**src/rtl/menu_settings_ctrl.sv**
```systemverilog
// Push-button settings editor: debounced navigation and duration editing
// with auto-repeat, feeding the renderer and the light sequencer.
module menu_settings_ctrl #(
  parameter int unsigned DEBOUNCE_CYCLES = 1_000_000,
  parameter int unsigned REPEAT_DELAY    = 50_000_000,
  parameter int unsigned REPEAT_PERIOD   = 10_000_000,
  parameter int unsigned VAL_MIN         = 1,
  parameter int unsigned VAL_MAX         = 99,
  parameter int unsigned GREEN_INIT      = 10,
  parameter int unsigned YELLOW_INIT     = 3,
  parameter int unsigned RED_INIT        = 2
) (
  input  logic       clk,
  input  logic       rst,
  input  logic       btn_up,
  input  logic       btn_down,
  input  logic       btn_inc,
  input  logic       btn_dec,
  input  logic       edit_enable,
  output logic [3:0] menu_sel,
  output logic [7:0] green_duration,
  output logic [7:0] yellow_duration,
  output logic [7:0] red_holding,
  output logic       settings_changed
);

  localparam int unsigned DW =
    (DEBOUNCE_CYCLES > 1) ? $clog2(DEBOUNCE_CYCLES) : 1;
  localparam int unsigned TMAX =
    (REPEAT_DELAY > REPEAT_PERIOD) ? REPEAT_DELAY : REPEAT_PERIOD;
  localparam int unsigned TW = (TMAX > 1) ? $clog2(TMAX) : 1;
  localparam logic [7:0] VMIN = 8'(VAL_MIN);
  localparam logic [7:0] VMAX = 8'(VAL_MAX);

  typedef enum logic [1:0] {
    S_IDLE,
    S_DELAY,
    S_REPEAT
  } state_t;

  // Button order: 0 up, 1 down, 2 inc, 3 dec
  logic [3:0]    sync1_q, sync1_d, sync2_q, sync2_d;
  logic [3:0]    stable_q, stable_d, prev_q, prev_d;
  logic [3:0]    press_q, press_d;
  logic [DW-1:0] cnt_q [4];
  logic [DW-1:0] cnt_d [4];

  state_t        state_q, state_d;
  logic [TW-1:0] timer_q, timer_d;
  logic          held_inc_q, held_inc_d;
  logic          rep_inc, rep_dec;

  logic [3:0]    menu_q, menu_d;
  logic [7:0]    green_q, green_d;
  logic [7:0]    yellow_q, yellow_d;
  logic [7:0]    red_q, red_d;
  logic          chg_q, chg_d;

  always_comb begin
    sync1_d = {btn_dec, btn_inc, btn_down, btn_up};
    sync2_d = sync1_q;
    stable_d = stable_q;
    for (int i = 0; i < 4; i++) begin
      cnt_d[i] = '0;
      if (sync2_q[i] != stable_q[i]) begin
        if (cnt_q[i] == DW'(DEBOUNCE_CYCLES - 1))
          stable_d[i] = ~stable_q[i];
        else
          cnt_d[i] = cnt_q[i] + DW'(1);
      end
    end
    prev_d  = stable_q;
    press_d = stable_q & ~prev_q;
  end

  logic held_lvl, both_held;

  always_comb begin
    state_d    = state_q;
    timer_d    = timer_q;
    held_inc_d = held_inc_q;
    rep_inc    = 1'b0;
    rep_dec    = 1'b0;
    held_lvl   = held_inc_q ? stable_q[2] : stable_q[3];
    both_held  = stable_q[2] & stable_q[3];
    case (state_q)
      S_IDLE: begin
        if (edit_enable && (press_q[2] || press_q[3]) &&
            (stable_q[2] ^ stable_q[3])) begin
          state_d    = S_DELAY;
          timer_d    = '0;
          held_inc_d = stable_q[2];
        end
      end
      S_DELAY, S_REPEAT: begin
        // Release, chord or edit lock cancels the hold outright
        if (!edit_enable || !held_lvl || both_held) begin
          state_d = S_IDLE;
          timer_d = '0;
        end else if ((state_q == S_DELAY &&
                      timer_q == TW'(REPEAT_DELAY - 1)) ||
                     (state_q == S_REPEAT &&
                      timer_q == TW'(REPEAT_PERIOD - 1))) begin
          state_d = S_REPEAT;
          timer_d = '0;
          rep_inc = held_inc_q;
          rep_dec = ~held_inc_q;
        end else begin
          timer_d = timer_q + TW'(1);
        end
      end
      default: begin
        state_d = S_IDLE;
        timer_d = '0;
      end
    endcase
  end

  logic       inc_ev, dec_ev;
  logic [7:0] cur_val, new_val;

  always_comb begin
    menu_d   = menu_q;
    green_d  = green_q;
    yellow_d = yellow_q;
    red_d    = red_q;
    inc_ev   = press_q[2] | rep_inc;
    dec_ev   = press_q[3] | rep_dec;
    case (menu_q)
      4'd2:    cur_val = yellow_q;
      4'd3:    cur_val = red_q;
      default: cur_val = green_q;
    endcase
    new_val = cur_val;
    if (edit_enable) begin
      if (press_q[0] || press_q[1]) begin
        if (press_q[0] && !press_q[1])
          menu_d = (menu_q == 4'd1) ? 4'd3 : menu_q - 4'd1;
        else if (press_q[1] && !press_q[0])
          menu_d = (menu_q == 4'd3) ? 4'd1 : menu_q + 4'd1;
      end else if (inc_ev && !dec_ev) begin
        new_val = (cur_val >= VMAX) ? VMAX : cur_val + 8'd1;
      end else if (dec_ev && !inc_ev) begin
        new_val = (cur_val <= VMIN) ? VMIN : cur_val - 8'd1;
      end
    end
    case (menu_q)
      4'd2:    yellow_d = new_val;
      4'd3:    red_d    = new_val;
      default: green_d  = new_val;
    endcase
    chg_d = (green_d != green_q) || (yellow_d != yellow_q) ||
            (red_d != red_q);
  end

  always_ff @(posedge clk) begin
    if (rst) begin
      sync1_q    <= '0;
      sync2_q    <= '0;
      stable_q   <= '0;
      prev_q     <= '0;
      press_q    <= '0;
      for (int i = 0; i < 4; i++) cnt_q[i] <= '0;
      state_q    <= S_IDLE;
      timer_q    <= '0;
      held_inc_q <= 1'b0;
      menu_q     <= 4'd1;
      green_q    <= 8'(GREEN_INIT);
      yellow_q   <= 8'(YELLOW_INIT);
      red_q      <= 8'(RED_INIT);
      chg_q      <= 1'b0;
    end else begin
      sync1_q    <= sync1_d;
      sync2_q    <= sync2_d;
      stable_q   <= stable_d;
      prev_q     <= prev_d;
      press_q    <= press_d;
      for (int i = 0; i < 4; i++) cnt_q[i] <= cnt_d[i];
      state_q    <= state_d;
      timer_q    <= timer_d;
      held_inc_q <= held_inc_d;
      menu_q     <= menu_d;
      green_q    <= green_d;
      yellow_q   <= yellow_d;
      red_q      <= red_d;
      chg_q      <= chg_d;
    end
  end

  assign menu_sel         = menu_q;
  assign green_duration   = green_q;
  assign yellow_duration  = yellow_q;
  assign red_holding      = red_q;
  assign settings_changed = chg_q;

endmodule

```
**config.mk**
```make
export PLATFORM = sky130hd
export DESIGN_NAME = menu_settings_ctrl
export DESIGN_NICKNAME = d
export VERILOG_FILES = /design/src/rtl/menu_settings_ctrl.sv
export SDC_FILE = /design/constraint.sdc
export NUM_CORES = 1
export LEC_CHECK = 0
export ABC_AREA = 1
export ABC_CLOCK_PERIOD_IN_PS = 3900
export CELL_PAD_IN_SITES_DETAIL_PLACEMENT = 1
export CELL_PAD_IN_SITES_GLOBAL_PLACEMENT = 1
export CORE_AREA = 2 2 156 158
export DETAILED_ROUTE_END_ITERATION = 10
export DIE_AREA = 0 0 158 160
export GPL_TIMING_DRIVEN = 1
export PLACE_DENSITY_LB_ADDON = 0.25
export SETUP_SLACK_MARGIN = 0.15
export SYNTH_ARGS = -nofsm -noshare
export SYNTH_HDL_FRONTEND = slang
export SYNTH_SLANG_ARGS = --single-unit
export TNS_END_PERCENT = 5
```
**constraint.sdc**
```tcl
create_clock -name clk -period 3.9 [get_ports clk]
set_input_delay 0.975 -clock clk [delete_from_list [all_inputs] [get_ports clk]]
set_output_delay 0.975 -clock clk [all_outputs]
set_load 0.02 [all_outputs]
```
==> images/pdn.png <==
Scale bar: 50 um. Pins as bars on the die edge.
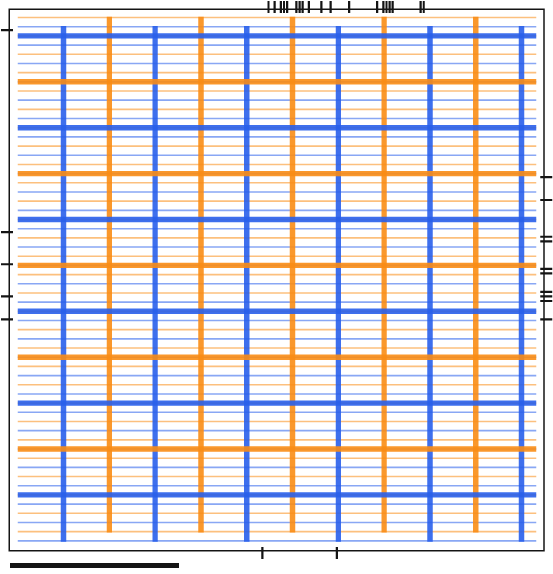
- orange: VDD
- blue: VSS
- signal pins: 36
- met1 rails: 58
- rows: 57
- met4 straps: 11
- met5 straps: 11
worst vdd ir: 0.184 mV
Core Box Area: 23800 um2

==> run notes <==
In the floorplan report the effective utilization is 34.4%. Count of pins over their slew limit: 0. Yosys reported that registers with async set or reset make up 0%. The number of antenna diodes came out at 0.

The cell depth of the worst hold path came out at 1. The run gives 49 as the largest net degree at the start of global routing. The clock group share of total power was 47.9%; the placed wire-length estimate after detailed placement was 16000 um. Per the repair_timing log after CTS, setup buffers inserted total 0. The net count of the finished layout was 1258. The aoi/oai-family share of the synthesized area was 9.57%; the number of register bits inferred by synthesis was 158. The synthesized netlist devotes 37.0% of its cell area to simple gates. In this design, the critical path's most frequently occurring cell is sky130_fd_sc_hd__nand2_1.

Max-cap violations in this run came to 0. The root buffer cell chosen for the clock tree is sky130_fd_sc_hd__clkbuf_16. STA classifies the critical path endpoint as a flip-flop.

The clock latency on the worst-skew pair was 0.44 ns. The total sequential power came out at 1.63 mW. The run gives 4.23 ns for the data required time at the worst endpoint.

Total die size: 25300 um2. In this run the remaining antenna-violating nets after routing total 0. TritonCTS built the clock tree. For the clock net sink count, the log shows 158.

The endpoint identified for the worst register-to-register timing path is settings_changed$_SDFF_PP0_. Data on the critical path arrives at its endpoint at 3.67 ns. The share of cells above drive strength 1 came out at 7.85%. Setup repair after global routing left no endpoint under its margin.

The run gives 0 for the final hold violation count. Row generation in the floorplan step produced 57 rows. After its last routability iteration, the placer logged a weighted congestion of 0.850. The ratio of routed vias to standard cells works out to 4.86. The global-route usage over all layers is 17.8%, and the gate count after technology mapping is 1187. The run gives 0.718 ns for the transition time at the pin with the least slew margin.

Largest family of logic cells by area: simple AND/OR/NAND/NOR gates. In the finished design, the share of the clock period the worst path needs comes to 85.6%. The timing report notes that buffer and inverter cells on the critical path total 3. The clock transition at the registers of the reported paths was 0.07 ns.

The timing report lists the critical path depth as 21 cells. The area added between synthesis and finish was 16.5%. The cell-mix breakdown from Yosys lists the XOR/XNOR area share as 2.68%. The first global-routing pass estimated 36800 um of wire. Measured along the y axis, the die boundary spans 160 um.

After Yosys synthesis, full adders, half adders and majority gates account for 2.45% of the synthesized area. The synthesized netlist was found by Yosys to have 1187 cells. STA classifies the critical path startpoint as a flip-flop. The number of detailed-routing iterations run before antenna repair came out at 4. Sequential elements use 38.7% of the synthesized area.

Proportion of synthesized area in mux cells: 0%. The top power group was the clock network. The analysis attributes to cell leakage a power of 3.74 nW.

The wire length per cell after detailed routing is 13.6 um. The run finished with clean final reports. In the power breakdown, the internal column shows 2.54 mW.

Looking at the critical path, the highest net fanout was 14. Combinational logic is responsible for 5.0% of the overall power. The worst flop-to-flop path startpoint was menu_sel[3]$_SDFFE_PP0P_. The slowest stage cell on the critical path is sky130_fd_sc_hd__dfxtp_1.

For this design, the CTS-stage hold fixing added 0 buffers. Launch instance of the worst min-delay path: prev_q[1]$_SDFF_PP0_. The DRC violation total left in the routed layout is recorded as 0. The type of the worst setup path was reg2reg. The start point of the critical path is menu_sel[3]$_SDFFE_PP0P_. The headroom to the max-slew limit was 52.1%. On the worst path, the slowest cell contributes a delay of 0.39 ns. The maximum frequency from static timing analysis was 300 MHz; the count of library flops with an enable pin was 0.

The commonest register cell is sky130_fd_sc_hd__dfxtp_1. The number of port buffers works out to 35. The capture point of the critical path was settings_changed$_SDFF_PP0_.

In this run the count of I/O pins placed on the die edge is 36. Endpoint of the worst hold-timing path: press_q[1]$_SDFF_PP0_. The number of warnings issued by yosys came out at 0. In the Yosys stats the netlist draws on 46 distinct library cells.
==> images/cell_classes.png <==
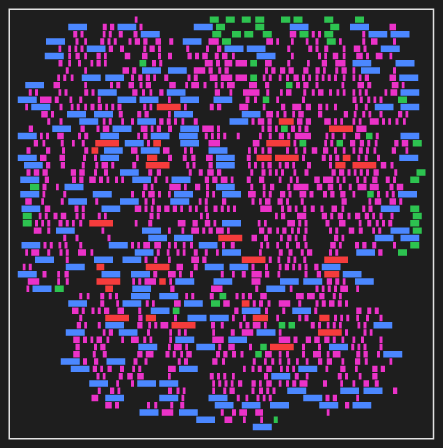
- green: other buffers and delay cells (cells 51)
- magenta: all other logic (cells 1007)
- blue: flops (cells 158)
- red: clock drivers and dummy loads (cells 32)

worst register-to-register path, delay by kind of cell, from the launching register on:
family / cells / cell delay (ns)
flip-flops: 1 / 0.39
buffers and inverters: 3 / 0.32
AND/OR/NAND/NOR: 16 / 2.21
AND-OR/OR-AND: 2 / 0.32
registers in the layout, summed over array words and instances (netlist names):
name              flops
timer_q              26
held_inc_q            1
menu_sel              4
cnt_q                80
green_duration        8
yellow_duration       8
sync2_q               4
settings_changed      1
prev_q                4
state_q               2
prev_d                4
red_holding           8
press_q               4
sync1_q               4
stage by stage:
| stage | setup slack [ns] | std cells | total power, mW | instance area (um2) | hold WS (ns) |
|---|---|---|---|---|---|
| after global routing | 0.190 | 1572 | 3.63 | 9530 | 0.403 |
| after floorplan | 0.909 | 1187 | 1.78 | 8180 | 0.373 |
| final | 0.562 | 1572 | 3.47 | 9530 | 0.395 |
| after global placement | 0.340 | 1540 | 1.85 | 8940 | 0.378 |
| after CTS | 0.540 | 1572 | 3.54 | 9530 | 0.397 |
| after detailed placement | 0.315 | 1540 | 1.85 | 8940 | 0.390 |
layer usage:
metal  up-vias  global-route usage [%]  share of wire [%]
met5         -                       0                  0
met4         0                    5.94                1.8
met3        25                    3.36                2.5
met2        79                    30.0                 48
met1      3570                    22.8                 48
li1       3961                       -                  -
synthesized netlist by cell type, drive strengths merged, types with 3 or more instances:
master | number | area (um2)
a211oi | 25 | 188
a21oi | 63 | 327
a31oi | 4 | 25.0
and3 | 8 | 50.1
buf | 7 | 61.3
clkbuf | 15 | 56.3
clkinv | 4 | 15.0
dfxtp | 158 | 3160
ha | 16 | 200
inv | 174 | 653
nand2 | 222 | 903
nand3 | 90 | 510
nand3b | 3 | 22.5
nand4 | 32 | 200
nor2 | 211 | 807
nor3 | 50 | 250
nor3b | 21 | 163
nor4 | 16 | 100
o21a | 4 | 30.0
o21ai | 25 | 133
or2 | 3 | 18.8
xnor2 | 10 | 87.6
xor2 | 15 | 131
placed cells by master (no fill, tap or decap), types with 6 or more instances in the layout:
master	count
sky130_fd_sc_hd__a211oi_1	25
sky130_fd_sc_hd__a21oi_1	62
sky130_fd_sc_hd__and3_1	8
sky130_fd_sc_hd__buf_4	16
sky130_fd_sc_hd__clkbuf_16	17
sky130_fd_sc_hd__clkdlybuf4s50_1	34
sky130_fd_sc_hd__dfxtp_1	158
sky130_fd_sc_hd__ha_1	16
sky130_fd_sc_hd__inv_1	168
sky130_fd_sc_hd__inv_2	6
sky130_fd_sc_hd__nand2_1	200
sky130_fd_sc_hd__nand2_2	19
sky130_fd_sc_hd__nand3_1	81
sky130_fd_sc_hd__nand3_2	7
sky130_fd_sc_hd__nand4_1	32
sky130_fd_sc_hd__nor2_1	207
sky130_fd_sc_hd__nor3_1	50
sky130_fd_sc_hd__nor3b_1	20
sky130_fd_sc_hd__nor4_1	16
sky130_fd_sc_hd__o21ai_0	23
sky130_fd_sc_hd__xnor2_1	10
sky130_fd_sc_hd__xor2_1	15
cell type report:
cell class / instances / area [um2]
clock buffer: 17 / 425
tap: 324 / 405
sequential: 158 / 3160
fill: 3079 / 14300
clock inverter: 15 / 169
timing repair buffer: 51 / 465
multi-input combinational: 829 / 4230
inverter: 178 / 668
No activity file was given, so power comes from the tool's default toggle rates.
